File: src/rtl/fetch_stage_if.sv
// Instruction-memory request/response bundle between the fetch stage and imem.
// The master side issues req/addr; the slave side answers with ready, plus a
// one-cycle valid pulse carrying rdata.
interface fetch_stage_if #(
    parameter int unsigned ADDRESS_WIDTH = 32,
    parameter int unsigned DATA_WIDTH    = 32
);
    logic                     req;
    logic [ADDRESS_WIDTH-1:0] addr;
    logic                     ready;
    logic                     valid;
    logic [DATA_WIDTH-1:0]    rdata;

    modport master (
        output req,
        output addr,
        input  ready,
        input  valid,
        input  rdata
    );

    modport slave (
        input  req,
        input  addr,
        output ready,
        output valid,
        output rdata
    );
endinterface

File: src/rtl/fetch_stage.sv
// Instruction-fetch front end. Owns the fetch PC, keeps at most one imem
// request in flight, and writes the IF/ID register (InstrD/PCD/PCPlus4D/ValidD).
// Redirects from execute kill or discard any in-flight fetch.
// Optional macro FETCH_PERF_EN adds delivery / dropped-response counters.
module fetch_stage #(
    parameter int unsigned              ADDRESS_WIDTH = 32,
    parameter int unsigned              DATA_WIDTH    = 32,
    parameter logic [ADDRESS_WIDTH-1:0] RESET_PC      = '0
) (
    input  logic                     clk,
    input  logic                     rst_n,
    input  logic                     StallF,
    input  logic                     FlushD,
    input  logic                     PCSrcE,
    input  logic [ADDRESS_WIDTH-1:0] PCTargetE,
    fetch_stage_if.master            imem,
    output logic [DATA_WIDTH-1:0]    InstrD,
    output logic [ADDRESS_WIDTH-1:0] PCD,
    output logic [ADDRESS_WIDTH-1:0] PCPlus4D,
    output logic                     ValidD
`ifdef FETCH_PERF_EN
    ,
    output logic [31:0]              perf_fetch_cnt,
    output logic [31:0]              perf_kill_cnt
`endif
);

    localparam logic [DATA_WIDTH-1:0] NOP = DATA_WIDTH'(32'h0000_0013);

    typedef enum logic [1:0] {
        StReq,
        StWait,
        StHold
    } state_e;

    state_e                   state;
    logic [ADDRESS_WIDTH-1:0] pcf;
    logic [ADDRESS_WIDTH-1:0] req_pc;
    logic                     kill;
    logic [DATA_WIDTH-1:0]    hold_buf;

    logic                     xfer;
    logic                     rsp;
    logic                     deliver;
    logic                     drop;
    logic [DATA_WIDTH-1:0]    deliver_data;
    logic [ADDRESS_WIDTH-1:0] target_al;
    logic [ADDRESS_WIDTH-1:0] req_pc_plus4;

    // Request only from REQ; reset masks it combinationally so memory never
    // sees a request while rst_n is low.
    assign imem.req  = rst_n && (state == StReq);
    assign imem.addr = pcf;

    // Decode this cycle's events: transfer, response, delivery and drop.
    always_comb begin
        xfer         = imem.req && imem.ready;
        rsp          = (state == StWait) && imem.valid;
        target_al    = PCTargetE & ~ADDRESS_WIDTH'(3);
        req_pc_plus4 = req_pc + ADDRESS_WIDTH'(4);
        deliver      = 1'b0;
        deliver_data = hold_buf;
        // A redirect in the same cycle suppresses any delivery.
        if (!PCSrcE) begin
            if (rsp && !kill && !StallF) begin
                deliver      = 1'b1;
                deliver_data = imem.rdata;
            end
            if ((state == StHold) && !StallF) begin
                deliver = 1'b1;
            end
        end
        drop = (rsp && (kill || PCSrcE)) || ((state == StHold) && PCSrcE);
    end

    // Fetch FSM, PC, and IF/ID register with registered outputs.
    always_ff @(posedge clk) begin
        if (!rst_n) begin
            state    <= StReq;
            pcf      <= RESET_PC;
            req_pc   <= '0;
            kill     <= 1'b0;
            hold_buf <= '0;
            InstrD   <= NOP;
            PCD      <= '0;
            PCPlus4D <= '0;
            ValidD   <= 1'b0;
        end else begin
            // FlushD wins over StallF and delivery; stall alone freezes IF/ID.
            if (FlushD) begin
                InstrD <= NOP;
                ValidD <= 1'b0;
            end else if (deliver) begin
                InstrD   <= deliver_data;
                PCD      <= req_pc;
                PCPlus4D <= req_pc_plus4;
                ValidD   <= 1'b1;
            end else if (!StallF) begin
                ValidD <= 1'b0;
            end

            case (state)
                StReq: begin
                    if (xfer) begin
                        req_pc <= pcf;
                        state  <= StWait;
                        // The accepted request is for the old PC; kill its response.
                        if (PCSrcE) begin
                            kill <= 1'b1;
                        end
                    end
                end
                StWait: begin
                    if (imem.valid) begin
                        if (kill || PCSrcE) begin
                            kill  <= 1'b0;
                            state <= StReq;
                        end else if (StallF) begin
                            hold_buf <= imem.rdata;
                            state    <= StHold;
                        end else begin
                            state <= StReq;
                        end
                    end else if (PCSrcE) begin
                        kill <= 1'b1;
                    end
                end
                StHold: begin
                    if (PCSrcE || !StallF) begin
                        state <= StReq;
                    end
                end
                default: state <= StReq;
            endcase

            if (PCSrcE) begin
                pcf <= target_al;
            end else if (deliver) begin
                pcf <= req_pc_plus4;
            end
        end
    end

`ifdef FETCH_PERF_EN
    // Free-running event counters; both wrap naturally at 2^32.
    always_ff @(posedge clk) begin
        if (!rst_n) begin
            perf_fetch_cnt <= '0;
            perf_kill_cnt  <= '0;
        end else begin
            if (deliver) begin
                perf_fetch_cnt <= perf_fetch_cnt + 32'd1;
            end
            if (drop) begin
                perf_kill_cnt <= perf_kill_cnt + 32'd1;
            end
        end
    end
`endif

endmodule

File: src/flat_wrapper.sv
// flat-port wrapper written by rule: the top's interface ports become plain ports
module fetch_stage_flat 
#(
    parameter int unsigned              ADDRESS_WIDTH = 32,
    parameter int unsigned              DATA_WIDTH    = 32,
    parameter logic [ADDRESS_WIDTH-1:0] RESET_PC      = '0
)
  (clk, rst_n, StallF, FlushD, PCSrcE, PCTargetE, InstrD, PCD, PCPlus4D, ValidD, imem_req, imem_addr, imem_ready, imem_valid, imem_rdata);
  fetch_stage_if #(.ADDRESS_WIDTH(ADDRESS_WIDTH), .DATA_WIDTH(DATA_WIDTH)) imem_i ();
  input  logic clk;
  input  logic rst_n;
  input  logic StallF;
  input  logic FlushD;
  input  logic PCSrcE;
  input  logic [ADDRESS_WIDTH-1:0] PCTargetE;
  output logic [DATA_WIDTH-1:0] InstrD;
  output logic [ADDRESS_WIDTH-1:0] PCD;
  output logic [ADDRESS_WIDTH-1:0] PCPlus4D;
  output logic ValidD;
  output wire logic [$bits(imem_i.req)-1:0] imem_req;
  output wire logic [$bits(imem_i.addr)-1:0] imem_addr;
  input wire logic [$bits(imem_i.ready)-1:0] imem_ready;
  input wire logic [$bits(imem_i.valid)-1:0] imem_valid;
  input wire logic [$bits(imem_i.rdata)-1:0] imem_rdata;
  assign imem_req = imem_i.req;
  assign imem_addr = imem_i.addr;
  assign imem_i.ready = imem_ready;
  assign imem_i.valid = imem_valid;
  assign imem_i.rdata = imem_rdata;
  fetch_stage #(.ADDRESS_WIDTH(ADDRESS_WIDTH), .DATA_WIDTH(DATA_WIDTH), .RESET_PC(RESET_PC)) u_core (.clk(clk), .rst_n(rst_n), .StallF(StallF), .FlushD(FlushD), .PCSrcE(PCSrcE), .PCTargetE(PCTargetE), .imem(imem_i), .InstrD(InstrD), .PCD(PCD), .PCPlus4D(PCPlus4D), .ValidD(ValidD));
endmodule
File: config.mk
export PLATFORM = sky130hd
export DESIGN_NAME = fetch_stage_flat
export DESIGN_NICKNAME = d
export VERILOG_FILES = /design/src/rtl/fetch_stage_if.sv /design/src/rtl/fetch_stage.sv /design/src/flat_wrapper.sv
export SDC_FILE = /design/constraint.sdc
export NUM_CORES = 1
export LEC_CHECK = 0
export CELL_PAD_IN_SITES_DETAIL_PLACEMENT = 1
export CELL_PAD_IN_SITES_GLOBAL_PLACEMENT = 1
export CORE_MARGIN = 3
export CORE_UTILIZATION = 33
export CTS_CLUSTER_DIAMETER = 80
export DETAILED_ROUTE_END_ITERATION = 8
export PLACE_DENSITY_LB_ADDON = 0.1
export SKIP_LAST_GASP = 1
export SYNTH_ARGS = -nofsm -noshare
export SYNTH_HDL_FRONTEND = slang
export SYNTH_SLANG_ARGS = --single-unit
File: constraint.sdc
create_clock -name clk -period 1.9 [get_ports clk]
set_clock_uncertainty 0.15 [all_clocks]
set_input_delay 0.19 -clock clk [delete_from_list [all_inputs] [get_ports clk]]
set_output_delay 0.19 -clock clk [all_outputs]
set_load 0.005 [all_outputs]
### M1 wires

Scale bar: 50 um. Cells faint in the background.
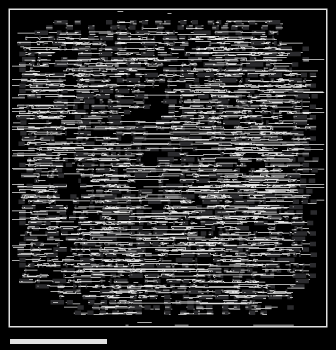
nets with wire on the layer = 1194
share of all routed wire = 45%
wire length on this layer = 13300 um
main direction = horizontal
longest straight run = 38.6 um
GR Util met1: 0.274
WL final: 29600 um
Via Count: 7989

### Signal wires on met2

Cells faint in the background.
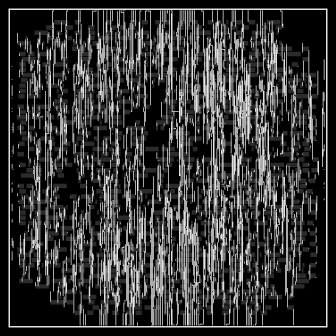
share of all routed wire = 48%
main direction = vertical
nets with wire on the layer = 1162
wire length on this layer = 14300 um
met2 usage in global routing: 0.352

### Met3 routing

Scale bar: 50 um. Cells faint in the background.
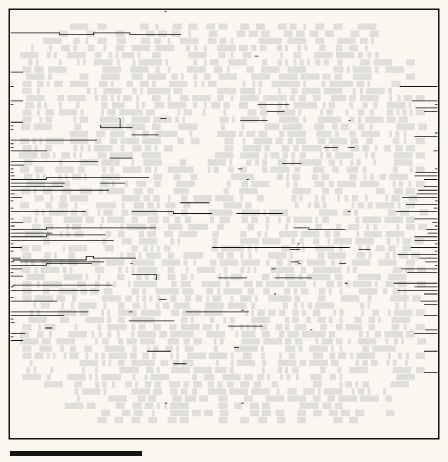
main direction = horizontal
wire length on this layer = 1430 um
nets with wire on the layer = 121
longest straight run = 52.0 um
share of all routed wire = 4.9%
met3 usage: 0.0486

### Placed standard cells

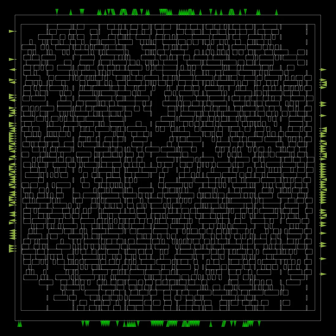
Tap Count: 319
seq_cells: 194
FP Rows: 56
fraction of area in registers: 0.311
post-route core utilization: 0.526

### Sequential cells colored by netlist name

Other sequential cells in the stronger gray, the rest of the logic in the fainter gray.
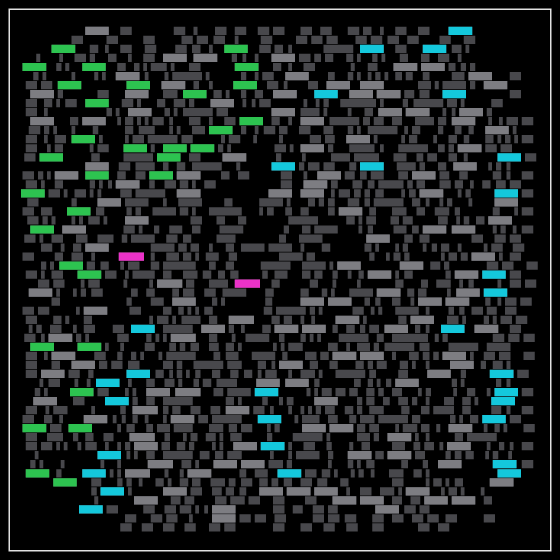
green -> u_core.hold_buf  # placed flops 32
cyan -> u_core.PCD  # placed flops 30, where widely spread
magenta -> u_core.state  # placed flops 2
not colored = 130
Flop area: 3900 um^2
Flop+latch power: 0.00424 W

==> reports/metrics.cfg <==
[worst_setup_path]
worst_setup_path_start_kind = flip-flop
r2r_end = u_core.PCPlus4D[11]$_SDFFE_PN0P_
worst-setup-path-type = flip-flop to flip-flop
endpoint_kind = flip-flop
cp_max_fo = 7
reg2regPathDepth = 7
crit_slowest_cell = a2111oi_4
path_cells = nand4bb_4 -> a2111oi_4 -> buf_6 -> buf_12 -> buf_8 -> nor2_1 -> a211oi_2
path_buffers = 3
worst_ep_required_time_ns = 2.11
critical-path-max-stage-delay_ns = 0.39
crit_arrival_ns = 2.15

[final_layout]
n_antenna_cell = 1
fill_cells = 2723
area_growth_pct = 54.8
instances_no_fill = 1570
n_all_buffers = 331
num-multi-input-gates = 688
drive_gt1_frac = 0.211
largest_cell_class = logic gates
nets = 1309
mi_logic_area_um2 = 4150

[drt]
wl_met2_um = 14300
vias_per_cell = 5.09
ant_nets = 0
maxUsedRoutingLayer = met5
wl_met1_um = 13300
drc = 0
post_drt_wl_per_cell_um = 18.8

[timing]
fmax_mhz = 516
final_max_slew_viol_count = 0
rsz0062_at_grt = yes
fin_tns_setup_ns = -0.137
finalSetupViolations = 7
tightest_slew_ns = 0.488
timing.final.crit_share = 1.02
maxSlewHeadroom = 0.674
min_period_ns = 1.94
setup_ws_ns = -0.0378

[clock_tree]
cts.clk_slew.worst_paths_ns = 0.08
cts.sinks = 194
cts-buffers-inserted = 17
root_buffer = clkbuf_16
h-tree-depth = 4
clock_tree.buffer_depth = 2
tritoncts = yes

[die]
die_w_um = 163
die_area_um2 = 26500
dieHeight_um = 163
ioPinCount = 201

[synth]
synth_top_cell_by_area = dfxtp_1
ys_area_um2 = 8100
post_synth_num_cell_types = 55
yosysWarnings = 0
common_cells = 234 x nand2_1, 194 x dfxtp_1, 83 x a21oi_1, 68 x nor2_1, 58 x o21ai_0
most_common_cell = nand2_1
ys.flops = 194
synthAoiAreaFrac = 0.192
ys_top_logic_family = simple AND/OR/NAND/NOR gates
ys_seq_share = 0.479
ys_async_sr_fraction = 0
floorplan.nets = 1041
synth.cellmix.simpleShare = 0.209
synthesis.instances = 969
top_area_frac = 0.479
synth.area.mux_share = 0.0432

[status]
violations = setup timing
status = complete, but fails checks

[power]
p_int_w = 0.00669
p_per_area_nw_per_um2 = 720
p_leak_nw = 4.31
powerClk_w = 0.00387
pwr-share-seq = 0.470
maxPowerGroup = sequential cells
pwr-share-clk = 0.429

[worst_hold_path]
hold_path_class = input pin to flip-flop
min_to = u_core.imem.addr[3]$_SDFFE_PN0P_
min_from = PCSrcE

[job]
warnings = 30

[placement]
port_buffers = 198
dp.cells = 1506
place_hpwl_um = 19900
postPlaceCellArea_um2 = 11100
dp_slack_ns = -0.345

[grt]
grt_first_pass_wirelength_um = 44400
grt_start_max_net_pins = 49
grt_pass1_vias = 8067
top_usage_layer = met2
antenna_found_initial = 2

[cells in the final DEF (no fill, tap or decap), types with 7 or more instances in the layout]
cell type / n
nand2b_1: 7
a31oi_1: 10
clkbuf_16: 27
nand4_1: 8
buf_4: 93
dfxtp_2: 10
nor2b_1: 7
dfxtp_1: 184
buf_12: 22
nor2_2: 7
mux2i_1: 32
a211oi_2: 13
nor2_1: 61
nand2_1: 231
a31o_2: 10
a21oi_1: 72
clkdlybuf4s50_1: 195
xnor2_1: 10
xor2_1: 8
a21oi_2: 11
a211oi_1: 40
nand3_1: 10
o21ai_0: 48
[flip-flops by register name (all words and copies together) (netlist names)]
name and count:
u_core.InstrD 32, u_core.PCPlus4D 32, u_core.hold_buf 32, u_core.imem.addr 32, u_core.req_pc 32, u_core.PCD 30
u_core.state 2, u_core.ValidD 1, u_core.kill 1
[worst max-delay path by stage]
stage / from / end / slack [ns] / cells past startpoint
6_report: u_core.kill$_SDFFE_PN0P_ / u_core.PCPlus4D[11]$_SDFFE_PN0P_ / -0.04 / 7
5_1_grt: u_core.kill$_SDFFE_PN0P_ / u_core.PCPlus4D[11]$_SDFFE_PN0P_ / -0.12 / 7
4_1_cts: u_core.state[1]$_SDFFE_PN0P_ / u_core.PCPlus4D[21]$_SDFFE_PN0P_ / -0.02 / 6
3_5_place_dp: imem_valid / u_core.PCPlus4D[21]$_SDFFE_PN0P_ / -0.34 / 7
3_3_place_gp: imem_valid / u_core.PCPlus4D[22]$_SDFFE_PN0P_ / -0.28 / 7
2_1_floorplan: u_core.req_pc[2]$_SDFFE_PN0P_ / u_core.imem.addr[16]$_SDFFE_PN0P_ / 0.08 / 6
Power and IR drop assume default switching activity.
